$ cat src/rtl/square_plotter_if.sv
// square_plotter_if: draw-request inputs and pixel-write outputs of the square plotter
interface square_plotter_if;
    logic       start;
    logic [1:0] size_sel;
    logic [8:0] x0;
    logic [7:0] y0;
    logic [2:0] colour_in;
    logic [8:0] x_out;
    logic [7:0] y_out;
    logic [2:0] colour_out;
    logic       plot;
    logic       busy;
    logic       done;
    modport master (
        output start, size_sel, x0, y0, colour_in,
        input  x_out, y_out, colour_out, plot, busy, done
    );
    modport slave (
        input  start, size_sel, x0, y0, colour_in,
        output x_out, y_out, colour_out, plot, busy, done
    );
endinterface

$ cat src/rtl/square_plotter.sv
// square_plotter: draws a filled SxS square one pixel per clock into a 320x240 VGA frame buffer
module square_plotter (
    input  logic            clock,
    input  logic            resetn,
    square_plotter_if.slave bus
);
    typedef enum logic [1:0] {IDLE, DRAW, DONE} state_t;
    state_t     state, state_nxt;
    logic [8:0] xl, xl_nxt, x_reg, x_nxt;
    logic [7:0] yl, yl_nxt, y_reg, y_nxt;
    logic [2:0] colour, colour_nxt;
    logic [4:0] smax, smax_nxt, dx, dx_nxt, dy, dy_nxt;
    logic       plot_reg, plot_nxt, wrap, last;
    logic [9:0] xs;
    logic [8:0] ys;
    // next state, scan counters and the registered pixel presented during the coming cycle
    always_comb begin
        state_nxt  = state;
        xl_nxt     = xl;
        yl_nxt     = yl;
        colour_nxt = colour;
        smax_nxt   = smax;
        dx_nxt     = dx;
        dy_nxt     = dy;
        x_nxt      = x_reg;
        y_nxt      = y_reg;
        plot_nxt   = 1'b0;
        wrap       = dx == smax;
        last       = wrap && dy == smax;
        case (state)
            IDLE: if (bus.start && bus.size_sel != 2'd3) begin
                state_nxt  = DRAW;
                xl_nxt     = bus.x0;
                yl_nxt     = bus.y0;
                colour_nxt = bus.colour_in;
                smax_nxt   = (bus.size_sel == 2'd0) ? 5'd3 : (bus.size_sel == 2'd1) ? 5'd9 : 5'd19;
                dx_nxt     = 5'd0;
                dy_nxt     = 5'd0;
            end
            DRAW: if (last) state_nxt = DONE;
                  else begin
                      dx_nxt = wrap ? 5'd0 : dx + 5'd1;
                      dy_nxt = wrap ? dy + 5'd1 : dy;
                  end
            DONE: state_nxt = IDLE;
            default: state_nxt = IDLE;
        endcase
        xs = {1'b0, xl_nxt} + {5'b0, dx_nxt};
        ys = {1'b0, yl_nxt} + {4'b0, dy_nxt};
        if (state_nxt == DRAW) begin
            x_nxt    = xs[8:0];
            y_nxt    = ys[7:0];
            plot_nxt = (xs < 10'd320) && (ys < 9'd240);
        end
    end
    // state and datapath registers, cleared asynchronously so a reset aborts a draw at once
    always_ff @(posedge clock or negedge resetn) begin
        if (!resetn) begin
            state    <= IDLE;
            xl       <= '0;
            yl       <= '0;
            colour   <= '0;
            smax     <= '0;
            dx       <= '0;
            dy       <= '0;
            x_reg    <= '0;
            y_reg    <= '0;
            plot_reg <= 1'b0;
        end else begin
            state    <= state_nxt;
            xl       <= xl_nxt;
            yl       <= yl_nxt;
            colour   <= colour_nxt;
            smax     <= smax_nxt;
            dx       <= dx_nxt;
            dy       <= dy_nxt;
            x_reg    <= x_nxt;
            y_reg    <= y_nxt;
            plot_reg <= plot_nxt;
        end
    end
    assign bus.x_out      = x_reg;
    assign bus.y_out      = y_reg;
    assign bus.colour_out = colour;
    assign bus.plot       = plot_reg;
    assign bus.busy       = state != IDLE;
    assign bus.done       = state == DONE;
endmodule

$ cat src/flat_wrapper.sv
// flat-port wrapper written by rule: the top's interface ports become plain ports
module square_plotter_flat 
  (clock, resetn, bus_start, bus_size_sel, bus_x0, bus_y0, bus_colour_in, bus_x_out, bus_y_out, bus_colour_out, bus_plot, bus_busy, bus_done);
  square_plotter_if bus_i ();
  input  logic clock;
  input  logic resetn;
  input wire logic [$bits(bus_i.start)-1:0] bus_start;
  input wire logic [$bits(bus_i.size_sel)-1:0] bus_size_sel;
  input wire logic [$bits(bus_i.x0)-1:0] bus_x0;
  input wire logic [$bits(bus_i.y0)-1:0] bus_y0;
  input wire logic [$bits(bus_i.colour_in)-1:0] bus_colour_in;
  output wire logic [$bits(bus_i.x_out)-1:0] bus_x_out;
  output wire logic [$bits(bus_i.y_out)-1:0] bus_y_out;
  output wire logic [$bits(bus_i.colour_out)-1:0] bus_colour_out;
  output wire logic [$bits(bus_i.plot)-1:0] bus_plot;
  output wire logic [$bits(bus_i.busy)-1:0] bus_busy;
  output wire logic [$bits(bus_i.done)-1:0] bus_done;
  assign bus_i.start = bus_start;
  assign bus_i.size_sel = bus_size_sel;
  assign bus_i.x0 = bus_x0;
  assign bus_i.y0 = bus_y0;
  assign bus_i.colour_in = bus_colour_in;
  assign bus_x_out = bus_i.x_out;
  assign bus_y_out = bus_i.y_out;
  assign bus_colour_out = bus_i.colour_out;
  assign bus_plot = bus_i.plot;
  assign bus_busy = bus_i.busy;
  assign bus_done = bus_i.done;
  square_plotter u_core (.clock(clock), .resetn(resetn), .bus(bus_i));
endmodule
$ cat config.mk
export PLATFORM = sky130hd
export DESIGN_NAME = square_plotter_flat
export DESIGN_NICKNAME = d
export VERILOG_FILES = /design/src/rtl/square_plotter_if.sv /design/src/rtl/square_plotter.sv /design/src/flat_wrapper.sv
export SDC_FILE = /design/constraint.sdc
export NUM_CORES = 1
export LEC_CHECK = 0
export ABC_CLOCK_PERIOD_IN_PS = 4000
export CAP_MARGIN = 20
export CORE_UTILIZATION = 53
export DETAILED_ROUTE_END_ITERATION = 12
export PLACE_DENSITY = 0.9
export SYNTH_ARGS = -nofsm -noshare
export SYNTH_HDL_FRONTEND = slang
export SYNTH_SLANG_ARGS = --single-unit
$ cat constraint.sdc
create_clock -name clock -period 4 [get_ports clock]
set_clock_uncertainty 0.05 [all_clocks]
set_input_delay 0.4 -clock clock [delete_from_list [all_inputs] [get_ports clock]]
set_output_delay 0.4 -clock clock [all_outputs]
set_load 0.05 [all_outputs]
Fig. 1: signal wires on met3
Scale: 6 px per um.
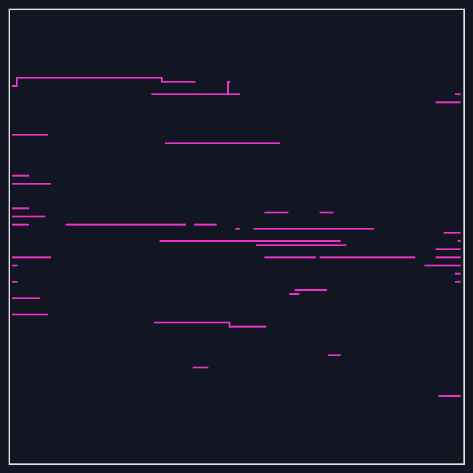
wire length on this layer: 283 um
share of all routed wire: 4.9%
nets with wire on the layer: 34
longest straight run: 29.9 um
DR vias: 2116
final wirelength: 5800 um

Fig. 2: wiring heat map
Scale: 4 px per um. 15 x 15 tiles, from black (low) to pale yellow (high), scaled to the fullest tile. Values are wire area over tile area, all layers added.
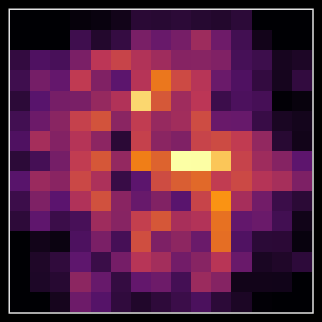
nearly empty tiles: 9.8%
densest ninth of the die: center
fullest tile: 0.56
emptiest ninth of the die: upper right
mean over tiles: 0.16
wire length per cell: 14.9 um
gr usage total: 0.229

Fig. 3: sequential cells grouped by signal name
Scale: 4 px per um.
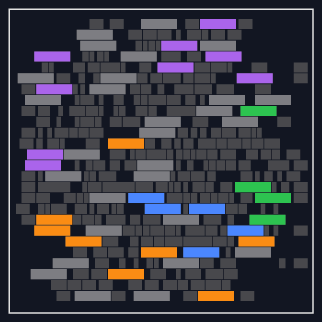
legend:
  u_core.bus.y_out:
    color: orange
    flops: 8
  u_core.xl:
    color: purple
    flops: 9
  u_core.dy:
    color: blue
    flops: 5
  u_core.smax:
    color: green
    flops: 4
    where: middle right
Seq area share: 0.381
Seq group: 0.977 mW

==> reports/qor.txt <==
Comb/total area: 0.396
GRT overflow: 0
Setup WS pre-CTS: 0.0144 ns
Final Max Slew Viols: 0
endpoint class of the critical path: flip-flop
flip-flops with a built-in enable: 0
clk cell area share: 0.0257
Flop Count: 54
combinational group share of total power: 0.599
share of layout cells above drive strength 1: 0.138
hold path depth: 2
fill count: 407
setup TNS: 0 ns
Seq. cell area: 1350 um2
tool warnings: 26
worst skew pair latency: 0.30 ns
Cell Chain, Critical Path: clkdlybuf4s50_1 > or3b_4 > a21o_4 > and2_0 > o21bai_2 > mux2_2 > ha_1 > inv_1 > fa_1 > nor2b_1 > o31a_1 > nor2_1 > o21ai_1 > a221o_1 > a311oi_1
H-tree depth: 2
Top cell excl fill/tap: dfrtp_1
Leading cell kind: multi-input combinational cells
CTS resizes: 0
Post-route DRC: 0
worst r2r dst: u_core.bus.plot
CP peak stage delay: 0.46 ns
max_cap viols: 0
CP max stage cell: clkdlybuf4s50_1
worst r2r path cells: 13
# rows: 26
maximum operating frequency: 264 MHz
Top Layout Cells: dfrtp_1 (54), clkdlybuf4s50_1 (46), inv_1 (19), mux2_2 (19), nand2_1 (19)
r2r startpoint: u_core.smax[3]
Crit path max-delay family: AND-OR/OR-AND gates
first-pass GRT wire length: 9590 um
yosys stat area: 2870 um2
Layout area overhead: 23.7%
Synth Instances: 263
Root Buffer: clkbuf_8
max_slew headroom: 0.654
CTS Hold Bufs: 1
Worst Max-Slew Pin Slew: 0.513 ns
Nets: 358
placed wire-length estimate: 4360 um
Final Cycle Share: 0.948
Int Pwr: 1.76 mW
hold_sp: u_core.bus.x_out[3]
Post-Syn Nets: 302
CP arrival: 3.95 ns
vias in the first global route: 2010
path type of the worst min-delay path: reg -> reg
Detailed Route Iter0 Violations: 148
number of non-clock inverters: 19
Setup Viol. Count Final: 0
required time of the worst setup path: 4.16 ns
DRT antenna net count: 0
fin area: 3550 um2
fraction of registers with async set or reset after synthesis: 1.00
Hold Path End: u_core.bus.x_out[3]
status: finished, final reports clean
cell count in the Yosys report: 263
CTS sink cnt: 54
Tmin final: 3.79 ns
MI comb cells: 182
Final Hold Viols: 0
Max VDD drop: 0.517 mV
tap cells: 70
ant diodes: 0
Core Util at FP: 0.554
LEAKAGE: 1.58 nW
I/O Buffers: 47
Power Clock: 0.312 mW
Top pwr grp: combinational cells
## synth_stat cells, drive strengths merged (2+ instances only)
master and instances:
xnor2 11, a21o 5, nand2b 2, clkbuf 5
a41oi 2, o21bai 3, nand3 5, dfrtp 54
buf 3, fa 2, ha 12, xor2 6
nand4 2, nor2b 3, o21a 3, nand2 19
and2 3, a22o 3, mux2i 12, inv 19
mux2 19, a21oi 7, a211oi 2, o31ai 2
nor3 8, nor2 14, o21ai 20
## layer usage
| layer | vias to the layer above | share of wire | wire length (um) | GRT usage |
|---|---|---|---|---|
| met5 | - | 0 | 0 | 0 |
| met3 | 7 | 0.049 | 283 | 0.0357 |
| met2 | 54 | 0.48 | 2770 | 0.366 |
| met4 | 0 | 0.015 | 86 | 0.0782 |
| li1 | 1036 | - | - | - |
| met1 | 1019 | 0.46 | 2660 | 0.320 |
## how the worst max path moves through the flow
stage / from / end / slack [ns] / cells after the start
after detailed placement: bus_start / u_core.bus.plot / 0.01 / 15
after global placement: bus_start / u_core.bus.plot / 0.14 / 15
final: bus_start / u_core.bus.plot / 0.21 / 15
after global routing: bus_start / u_core.bus.plot / 0.007 / 15
after floorplan: u_core.state[1] / u_core.bus.plot / 0.42 / 15
after CTS: bus_start / u_core.bus.plot / 0.24 / 15
## worst min-delay path, cell delays in order (launching register included)
cell and delay (ns):
dfrtp_1 0.35, nand2_1 0.04, o21ai_0 0.06
## cell families after synthesis
group                    synth area share
AND/OR/NAND/NOR                     0.110
AND-OR/OR-AND                       0.136
flip-flops                          0.471
multiplexers                        0.125
buffers and inverters              0.0393
XOR/XNOR                           0.0519
adder cells (fa/ha/maj)            0.0663
## per-stage QoR
step	std cells	util
floorplan	263	-
global placement	381	0.666
detailed placement	381	0.666
CTS	390	0.686
global route	390	0.686
finish	390	0.686
Power figures rest on the tool's default switching activity, not on a simulated workload.
